`src/rtl/host_seq_if.sv`:
```
// host_seq_if: host/array handshake bundle for host_seq.
// Parameters: HC_W (host_controller word width), EX_W (ex_bus result width).
// Signals:
//   cfg_valid/cfg_ready/cfg_data        config word push from the host.
//   start                               launches a sequence.
//   done_i/ex_bus_i                     array completion flag and result bus.
//   init/run/host_controller            command stream to the array.
//   res_valid/res_ready/res_data        result return handshake.
//   busy                                sequencer not idle.
//   timeout                             sticky run timeout (HOST_SEQ_TIMEOUT_EN only).
// Modports: master = host/array side, slave = host_seq.
interface host_seq_if #(
   parameter int HC_W = 32,
   parameter int EX_W = 64
);
   logic            cfg_valid;
   logic            cfg_ready;
   logic [HC_W-1:0] cfg_data;
   logic            start;
   logic            done_i;
   logic [EX_W-1:0] ex_bus_i;
   logic            init;
   logic            run;
   logic [HC_W-1:0] host_controller;
   logic            res_valid;
   logic            res_ready;
   logic [EX_W-1:0] res_data;
   logic            busy;
`ifdef HOST_SEQ_TIMEOUT_EN
   logic            timeout;
`endif
   modport master (
      output cfg_valid, cfg_data, start, done_i, ex_bus_i, res_ready,
      input  cfg_ready, init, run, host_controller, res_valid, res_data, busy
`ifdef HOST_SEQ_TIMEOUT_EN
      , timeout
`endif
   );
   modport slave (
      input  cfg_valid, cfg_data, start, done_i, ex_bus_i, res_ready,
      output cfg_ready, init, run, host_controller, res_valid, res_data, busy
`ifdef HOST_SEQ_TIMEOUT_EN
      , timeout
`endif
   );
endinterface

```
`src/rtl/host_seq.sv`:
```
// host_seq: host command sequencer driving init/config-load/run phases of the array and returning its result.
// Optional feature macro: HOST_SEQ_TIMEOUT_EN adds a run-phase cycle limit and the sticky timeout flag.
// Ports:
//   clk  single clock, rising edge.
//   rst  synchronous active-high reset.
//   bus  host_seq_if.slave: config FIFO push, start, array done/result, init/run/host_controller
//        stream, result valid/ready handshake, busy (and timeout when enabled).
module host_seq #(
   parameter int HC_W       = 32,
   parameter int EX_W       = 64,
   parameter int FIFO_DEPTH = 8,
   parameter int INIT_CYC   = 4,
   parameter int TIMEOUT    = 4096
) (
   input logic      clk,
   input logic      rst,
   host_seq_if.slave bus
);
   localparam int AW = $clog2(FIFO_DEPTH);
   localparam int CW = AW + 1;
   localparam int IW = $clog2(INIT_CYC + 1);

   if (FIFO_DEPTH < 2 || (FIFO_DEPTH & (FIFO_DEPTH - 1)) != 0 || INIT_CYC < 1 || TIMEOUT < 1) begin : g_bad_param
      $error("host_seq: illegal parameter set");
   end

   typedef enum logic [2:0] {IDLE, INIT, LOAD, RUN, DONE} state_t;

   state_t          state;
   logic [HC_W-1:0] mem [FIFO_DEPTH];
   logic [AW-1:0]   wptr, rptr;
   logic [CW-1:0]   count;
   logic [IW-1:0]   icnt;
   logic            push, pop, empty, load_step;
   logic            init_r, run_r, res_valid_r, busy_r;
   logic [HC_W-1:0] hc_r;
   logic [EX_W-1:0] res_data_r;
`ifdef HOST_SEQ_TIMEOUT_EN
   localparam int RW = $clog2(TIMEOUT + 1);
   logic [RW-1:0]   rcnt;
   logic            timeout_r;
   assign bus.timeout = timeout_r;
`endif

   assign empty         = count == '0;
   assign bus.cfg_ready = count != CW'(FIFO_DEPTH);
   assign push          = bus.cfg_valid && bus.cfg_ready;
   // The last INIT cycle already pops, so the first word lands right after init drops.
   assign load_step     = state == LOAD || (state == INIT && icnt == '0);
   assign pop           = load_step && !empty;

   assign bus.init            = init_r;
   assign bus.run             = run_r;
   assign bus.host_controller = hc_r;
   assign bus.res_valid       = res_valid_r;
   assign bus.res_data        = res_data_r;
   assign bus.busy            = busy_r;

   always_ff @(posedge clk) begin
      if (push) mem[wptr] <= bus.cfg_data;
   end

   always_ff @(posedge clk) begin
      if (rst) begin
         wptr  <= '0;
         rptr  <= '0;
         count <= '0;
      end else begin
         if (push) wptr <= wptr + 1'b1;
         if (pop) rptr <= rptr + 1'b1;
         count <= count + CW'(push) - CW'(pop);
      end
   end

   always_ff @(posedge clk) begin
      if (rst) begin
         state       <= IDLE;
         icnt        <= '0;
         init_r      <= 1'b0;
         run_r       <= 1'b0;
         hc_r        <= '0;
         res_valid_r <= 1'b0;
         res_data_r  <= '0;
         busy_r      <= 1'b0;
`ifdef HOST_SEQ_TIMEOUT_EN
         rcnt        <= '0;
         timeout_r   <= 1'b0;
`endif
      end else begin
         hc_r <= pop ? mem[rptr] : '0;
         case (state)
            IDLE: if (bus.start) begin
               state  <= INIT;
               icnt   <= IW'(INIT_CYC - 1);
               init_r <= 1'b1;
               busy_r <= 1'b1;
`ifdef HOST_SEQ_TIMEOUT_EN
               rcnt   <= '0;
`endif
            end
            INIT: if (icnt != '0) icnt <= icnt - 1'b1;
            else begin
               init_r <= 1'b0;
               state  <= empty ? RUN : LOAD;
               run_r  <= empty;
            end
            LOAD: if (empty) begin
               state <= RUN;
               run_r <= 1'b1;
            end
            RUN: if (bus.done_i) begin
               run_r       <= 1'b0;
               res_valid_r <= 1'b1;
               res_data_r  <= bus.ex_bus_i;
               state       <= DONE;
            end
`ifdef HOST_SEQ_TIMEOUT_EN
            else if (rcnt == RW'(TIMEOUT - 1)) begin
               run_r       <= 1'b0;
               timeout_r   <= 1'b1;
               res_valid_r <= 1'b1;
               res_data_r  <= '0;
               state       <= DONE;
            end else rcnt <= rcnt + 1'b1;
`endif
            DONE: if (bus.res_ready) begin
               res_valid_r <= 1'b0;
               busy_r      <= 1'b0;
               state       <= IDLE;
            end
            default: state <= IDLE;
         endcase
      end
   end
endmodule
```
`src/flat_wrapper.sv`:
```
// flat-port wrapper written by rule: the top's interface ports become plain ports
module host_seq_flat 
#(
   parameter int HC_W       = 32,
   parameter int EX_W       = 64,
   parameter int FIFO_DEPTH = 8,
   parameter int INIT_CYC   = 4,
   parameter int TIMEOUT    = 4096
)
  (clk, rst, bus_cfg_valid, bus_cfg_data, bus_start, bus_done_i, bus_ex_bus_i, bus_res_ready, bus_cfg_ready, bus_init, bus_run, bus_host_controller, bus_res_valid, bus_res_data, bus_busy);
  host_seq_if #(.HC_W(HC_W), .EX_W(EX_W)) bus_i ();
  input logic clk;
  input logic rst;
  input wire logic [$bits(bus_i.cfg_valid)-1:0] bus_cfg_valid;
  input wire logic [$bits(bus_i.cfg_data)-1:0] bus_cfg_data;
  input wire logic [$bits(bus_i.start)-1:0] bus_start;
  input wire logic [$bits(bus_i.done_i)-1:0] bus_done_i;
  input wire logic [$bits(bus_i.ex_bus_i)-1:0] bus_ex_bus_i;
  input wire logic [$bits(bus_i.res_ready)-1:0] bus_res_ready;
  output wire logic [$bits(bus_i.cfg_ready)-1:0] bus_cfg_ready;
  output wire logic [$bits(bus_i.init)-1:0] bus_init;
  output wire logic [$bits(bus_i.run)-1:0] bus_run;
  output wire logic [$bits(bus_i.host_controller)-1:0] bus_host_controller;
  output wire logic [$bits(bus_i.res_valid)-1:0] bus_res_valid;
  output wire logic [$bits(bus_i.res_data)-1:0] bus_res_data;
  output wire logic [$bits(bus_i.busy)-1:0] bus_busy;
  assign bus_i.cfg_valid = bus_cfg_valid;
  assign bus_i.cfg_data = bus_cfg_data;
  assign bus_i.start = bus_start;
  assign bus_i.done_i = bus_done_i;
  assign bus_i.ex_bus_i = bus_ex_bus_i;
  assign bus_i.res_ready = bus_res_ready;
  assign bus_cfg_ready = bus_i.cfg_ready;
  assign bus_init = bus_i.init;
  assign bus_run = bus_i.run;
  assign bus_host_controller = bus_i.host_controller;
  assign bus_res_valid = bus_i.res_valid;
  assign bus_res_data = bus_i.res_data;
  assign bus_busy = bus_i.busy;
  host_seq #(.HC_W(HC_W), .EX_W(EX_W), .FIFO_DEPTH(FIFO_DEPTH), .INIT_CYC(INIT_CYC), .TIMEOUT(TIMEOUT)) u_core (.clk(clk), .rst(rst), .bus(bus_i));
endmodule
```
`config.mk`:
```
export PLATFORM = sky130hd
export DESIGN_NAME = host_seq_flat
export DESIGN_NICKNAME = d
export VERILOG_FILES = /design/src/rtl/host_seq_if.sv /design/src/rtl/host_seq.sv /design/src/flat_wrapper.sv
export SDC_FILE = /design/constraint.sdc
export NUM_CORES = 1
export LEC_CHECK = 0
export CORE_MARGIN = 5
export CORE_UTILIZATION = 40
export DETAILED_ROUTE_END_ITERATION = 8
export PLACE_DENSITY_LB_ADDON = 0.1
export SLEW_MARGIN = 0
export SYNTH_ARGS = -nofsm -noshare
export SYNTH_HDL_FRONTEND = slang
export SYNTH_SLANG_ARGS = --single-unit
```
`constraint.sdc`:
```
create_clock -name clk -period 7.2 [get_ports clk]
set_clock_uncertainty 0.1 [all_clocks]
set_input_delay 0.72 -clock clk [delete_from_list [all_inputs] [get_ports clk]]
set_output_delay 0.72 -clock clk [all_outputs]
set_load 0.01 [all_outputs]
```
==> out/qor.yml, run 1 <==
cts_buffer_depth: 3
status: "completed"
fill_cells: 2996
clock.fmax_mhz: 346.8
mostFrequentLayoutCell: "edfxtp_1"
fp-utilization_pct: 40.47
ctsHoldBuffers: 0
core_sq_um: 34540
cts_buffers: 41
yosys_cells: 960
ys_seq_elements: 372
cp.required_ps: 6380
layout.nonclk_buf_share_pct: 11.84
fp_nets: 1073
hpwlAfterDp_um: 18510
h-tree-depth: 2
power_frac_clock_pct: 38.5
critPathCaptureType: "output port"
regArea_sq_um: 10010
post-route-util_pct: 51.52
drtIter0Drc: 398
## run 1: metal layers
metal / up-vias / wire, um / part of all wire (%) / global-route usage, %
met5: - / 34 / 0.11 / 0
met4: 6 / 484 / 1.5 / 3.416
met3: 39 / 2738 / 8.7 / 6.274
met2: 211 / 14770 / 47 / 26.06
met1: 3920 / 13530 / 43 / 20.41
li1: 3931 / - / - / -
## run 1: worst paths after layout
kind,slack [ps],end,startpoint,depth (start not counted)
max,4320,bus_cfg_ready,u_core.count[2]$_SDFF_PP0_,4
min,350,u_core.bus.res_data[30]$_SDFFE_PP0P_,u_core.bus.res_data[30]$_SDFFE_PP0P_,2
max reg2reg,4490,u_core.count[2]$_SDFF_PP0_,u_core.icnt[0]$_SDFFE_PP0P_,11
min reg2reg,350,u_core.bus.res_data[30]$_SDFFE_PP0P_,u_core.bus.res_data[30]$_SDFFE_PP0P_,2
## run 1: logic make-up after synthesis
group                    Yosys count  share of synthesized area [%]
XOR/XNOR                           4                         0.2507
buffers and inverters             70                          2.345
AND-OR/OR-AND                    150                          6.839
multiplexers                     130                          9.882
AND/OR/NAND/NOR                  223                          8.038
adder cells (fa/ha/maj)           11                          1.038
flip-flops                       372                          71.61
## run 1: cell usage after synthesis (2+ instances only)
library cell	instances	share of area [%]
xnor2_1	3	0.19
o22ai_1	32	1.4
buf_2	25	0.90
nor3_2	30	2.1
ha_1	10	0.90
buf_6	4	0.32
inv_1	11	0.30
a22o_1	32	2.0
nor3_1	6	0.21
a21oi_1	73	2.6
mux2_2	64	5.2
or2_2	3	0.13
nand3_1	4	0.14
edfxtp_1	256	55
clkbuf_1	28	0.75
mux2i_1	66	4.7
nor2b_1	5	0.22
dfxtp_1	116	17
a211oi_1	3	0.16
nand2b_1	7	0.31
a2bb2oi_1	2	0.13
nor2_1	23	0.62
nand2_1	138	3.7
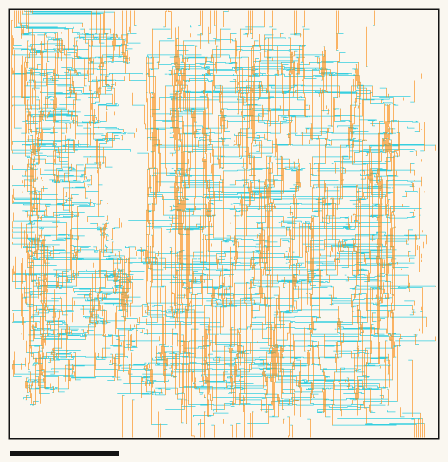
Fig. 1. Wiring by layer (run 1).
Bar = 50 um. Two of the layers only.
[M2] orange | wire length: 14800 um
[M1] cyan | wire length: 13500 um

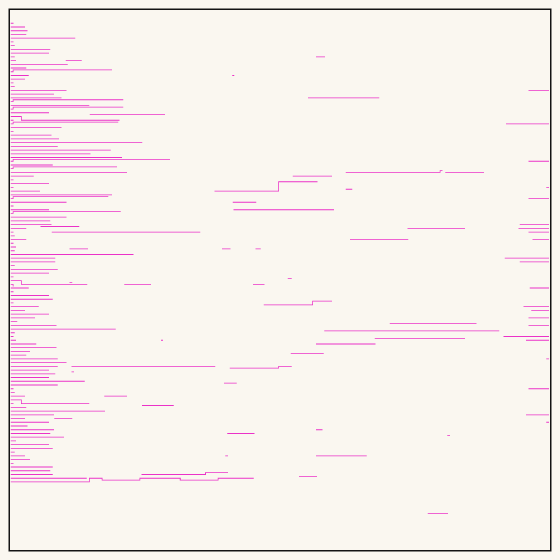
Fig. 2. Signal wires on met3 (run 1).
nets with wire on the layer: 160
main direction: horizontal
global routing usage on met3: 6.274%
vias: 8107

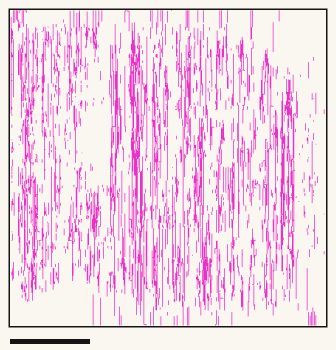
Fig. 3. Met2 routing (run 1).
Bar = 50 um.
longest straight run: 82.5 um
wire length on this layer: 14800 um

Fig. 4: run 1, clock nets
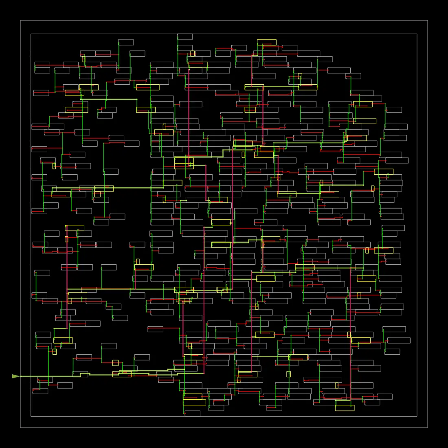

==> inputs of run 2 (changes only) <==
==> constraint.sdc (replaced) <==
create_clock -name clk -period 2.7 [get_ports clk]
set_clock_uncertainty 0.1 [all_clocks]
set_input_delay 0.27 -clock clk [delete_from_list [all_inputs] [get_ports clk]]
set_output_delay 0.27 -clock clk [all_outputs]
set_load 0.01 [all_outputs]
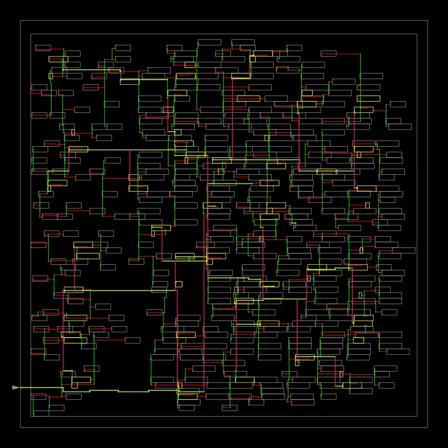
Fig. 5. Clock nets (run 2).
Seq cells: 372
clk sinks: 372
Skew-Pair Late Insertion Delay: 520 ps
CTS Buf Count: 41

==> run 2 against run 1 <==
  * Sequential power increased to 2.7 times the previous value
  * Die size unchanged
  * Non-clock buffer count up 17
  * Combinational power grew to 2.8 times the previous value
  * First-iteration DRC count down 24%
  * Clock power rose to 2.7 times the previous value
==> out/qor.yml, run 2 <==
endpoint: "bus_cfg_ready"
r2r_cells: 10  # -1
antennaDiodeCount: 0
ctsHoldBuffers: 0  # unchanged
critPathCaptureType: "output port"
fp_nets: 1073  # unchanged
clock.fmax_mhz: 408.2
synth.top_cells.by_count: "edfxtp_1 (256), nand2_1 (138), dfxtp_1 (116)"
grt_pass1_wl_um: 48440
hpwlAfterDp_um: 19140  # +3.4%
rrSetupSlack_ps: 300  # -4190 ps
top_cells_by_area: "edfxtp_1 (55%), dfxtp_1 (17%), mux2_2 (5.2%)"
core_sq_um: 34540  # unchanged
cts_buffer_depth: 3  # unchanged
yosys_cells: 960  # unchanged
drcViolationCount: 0
cp.required_ps: 2330  # -4050 ps
top_area_share_pct: 54.99  # unchanged
holdCritStartpoint: "rst"
h-tree-depth: 2  # unchanged
ys_area_sq_um: 13980
mostFrequentLayoutCell: "edfxtp_1"
hold_end: "u_core.count[3]$_SDFF_PP0_"
top_area_cell: "edfxtp_1"
crit_start: "u_core.count[2]$_SDFF_PP0_"
rows: 68
crit_fanout: 5
drtIter0Drc: 303  # -24%
worst_hold_path.num_cells: 2  # unchanged
r2r_start: "u_core.icnt[0]$_SDFFE_PP0P_"
r2r_end: "u_core.count[1]$_SDFF_PP0_"
status: "completed"
ys_seq_elements: 372  # unchanged
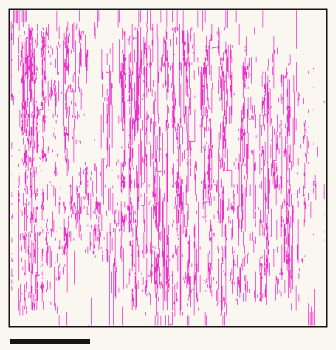
Fig. 6. Met2 routing (run 2).
Bar = 50 um.
vias: 8277
met2 Usage GRT: 25.48%
Routed WL: 31150 um

run 2: cell counts after synthesis:
Identical to the previous run, type by type.
run 2: cell type report:
type                    instances  area [sq um]
well taps                     455         569.3
clock buffers                  53          1121
fillers                      2996         16440
repair buffers                231          2372
clock inverters                22         251.5
multi-input cells             518          3732
inverters                      11         41.29
flip-flops and latches        372         10010
run 2: routing by layer:
metal	up-vias	global-route usage [%]	routed length (um)
li1	3969	-	-
met1	4025	20.07	13170
met2	220	25.48	14470
met3	59	6.513	2824
met4	4	3.980	668
met5	-	0	21
run 2: cell families after synthesis:
family	after synthesis	share of synthesized area, %
AOI/OAI and AO/OA	150	6.839
buffers and inverters	70	2.345
xor gates and xnor gates	4	0.2507
DFF	372	71.61
adders and majority gates	11	1.038
and+or+nand+nor	223	8.038
muxes	130	9.882
run 2: worst max-delay path: cells and delay by family, from the launching register on:
kind	cells	cell delay, ps
flip-flops	1	300
AND/OR/NAND/NOR	1	500
adder cells (fa/ha/maj)	1	150
buffers and inverters	2	620
run 2: stage by stage:
| stage | util (%) | hold WS [ps] | power (mW) | std cells |
|---|---|---|---|---|
| global placement | 48.43 | 341.1 | 9.062 | 1587 |
| CTS | 52.40 | 66.70 | 14.72 | 1662 |
| detailed placement | 48.43 | 347.2 | 9.093 | 1587 |
| global route | 52.40 | 77.88 | 15.23 | 1662 |
| finish | 52.40 | 71.62 | 14.51 | 1662 |
| floorplan | - | 268.9 | 8.147 | 960 |
run 2: report_power, final:
part	leakage [nW]	internal [mW]	switching, mW
registers	3.26	6.46	0.173
logic	1.91	1.10	1.19
clock network	0.662	3.42	2.16
total	5.83	11.0	3.53
==> inputs of run 3 (changes only) <==
--- a/config.mk
+++ b/config.mk
@@ -7,6 +7,7 @@
 export LEC_CHECK = 0
 export CORE_MARGIN = 5
 export CORE_UTILIZATION = 40
+export CTS_CLUSTER_SIZE = 40
 export DETAILED_ROUTE_END_ITERATION = 8
 export PLACE_DENSITY_LB_ADDON = 0.1
 export SLEW_MARGIN = 0
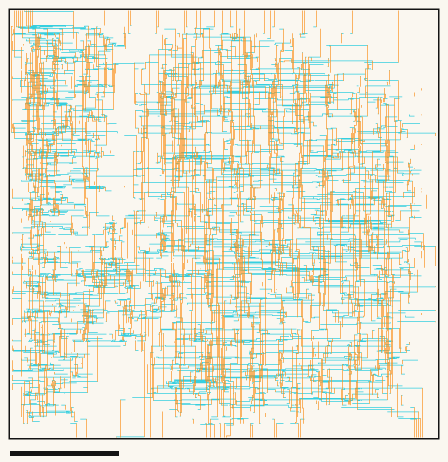
Fig. 7. Wiring by layer (run 3).
Bar = 50 um. Two of the layers only.
[M1] cyan | wire length: 13200 um
[M2] orange | wire length: 14500 um
gr usage total: 15.83%
Avg WL per Cell: 18.74 um

==> run 3 against run 2 <==
  * Power is the same
  * Sequential share of layout area is the same
  * Global-route usage is the same
  * Hold slack is the same
  * Clock power is essentially flat
  * Synthesized cell count is the same
  * Largest cell class unchanged
  * Flip-flop count is the same
==> out/qor.yml, run 3 <==
antennaDiodeCount: 0  # unchanged
synth.cellmix.compoundShare_pct: 6.839  # unchanged
cp.required_ps: 2330  # about the same
ctsHoldBuffers: 0  # unchanged
place_inst: 1587  # unchanged
regArea_sq_um: 10010  # unchanged
path_buffers: 2  # unchanged
clock.fmax_mhz: 408.2  # unchanged
xor_share_pct: 0.2506  # unchanged
rows: 68  # unchanged
routed_wl_um: 31150  # unchanged
fp_nets: 1073  # unchanged
hpwlAfterDp_um: 19140  # unchanged
cts.sinks: 372  # unchanged
timing.hold.ws_ps: 71.62  # unchanged
top_area_share_pct: 54.99  # unchanged
yosys_cells: 960  # unchanged
ys_sh_simple_pct: 8.038  # unchanged
grt_pass1_wl_um: 48440  # unchanged
ys_sh_mux_pct: 9.882  # unchanged
post-route-util_pct: 52.40  # unchanged
num_vias: 8277  # unchanged
mostFrequentLayoutCell: "edfxtp_1"
critPathCaptureType: "output port"
fill_cells: 2996  # unchanged
clk-insertion-delay-late_ps: 520  # about the same
crit_family: "buffers and inverters"
status: "completed"
fin_total_pwr_mw: 14.51  # unchanged
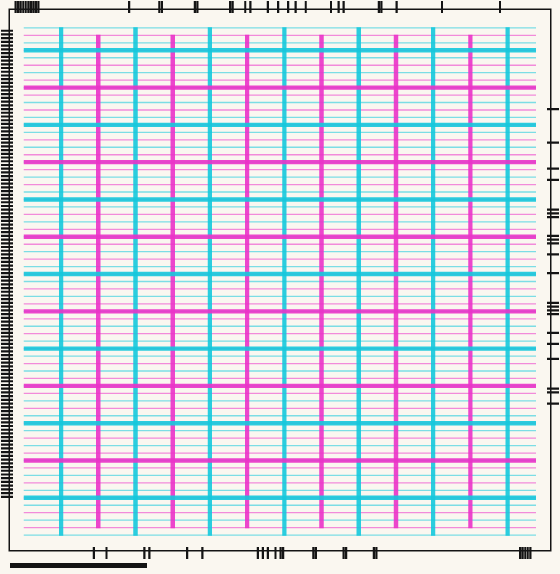
Fig. 8. Floorplan with the power grid (run 3).
Bar = 50 um. Pins as bars on the die edge.
[VSS] cyan
[VDD] magenta
met5 straps: 13
met1 rails: 69
worst vdd ir: 401.4 uV
Core ar.: 34540 sq um
die y size: 196.9 um

run 3: cell counts after synthesis:
No cell type changed its count.
run 3: final timing paths:
| check | from | end | slack, ps | cells after the start |
|---|---|---|---|---|
| max | u_core.count[2]$_SDFF_PP0_ | bus_cfg_ready | 250 | 4 |
| min | rst | u_core.count[3]$_SDFF_PP0_ | 70 | 2 |
| max reg2reg | u_core.icnt[0]$_SDFFE_PP0P_ | u_core.count[1]$_SDFF_PP0_ | 300 | 10 |
| min reg2reg | u_core.bus.res_data[55]$_SDFFE_PP0P_ | u_core.bus.res_data[55]$_SDFFE_PP0P_ | 350 | 2 |
run 3: layout make-up:
class / count / area share [%]
flip-flops and latches: 372 / 55.32
clock buffers: 53 / 6.193
repair buffers: 231 / 13.11
multi-input cells: 518 / 20.62
well taps: 455 / 3.145
clock inverters: 22 / 1.389
inverters: 11 / 0.2281
run 3: cells by family after synthesis:
group	Yosys count
fa+ha+maj	11
simple gates	223
xor+xnor	4
mux	130
compound gates	150
flops	372
buf+inv	70
run 3: routing by layer:
| metal | GRT usage, % | share of wire (%) | vias up |
|---|---|---|---|
| met1 | 20.07 | 42 | 4025 |
| met5 | 0 | 0.067 | - |
| li1 | - | - | 3969 |
| met4 | 3.980 | 2.1 | 4 |
| met2 | 25.48 | 46 | 220 |
| met3 | 6.513 | 9.1 | 59 |
run 3: worst reg2reg max path, cell delays in order, from the launching register on:
cell and delay, ps:
dfxtp_1 300, inv_1 70, ha_1 150, ha_1 260
nand3b_4 110, a211oi_2 240, ha_1 270, inv_1 50
ha_1 180, fa_1 410, nor2b_1 130
run 3: where the power goes:
group / internal, mW / switching [mW] / leakage [nW] / total [mW]
Clock: 3.42 / 2.16 / 0.662 / 5.58
Sequential: 6.46 / 0.173 / 3.26 / 6.63
Combinational: 1.10 / 1.19 / 1.91 / 2.29
No activity file was given, so power comes from the tool's default toggle rates.
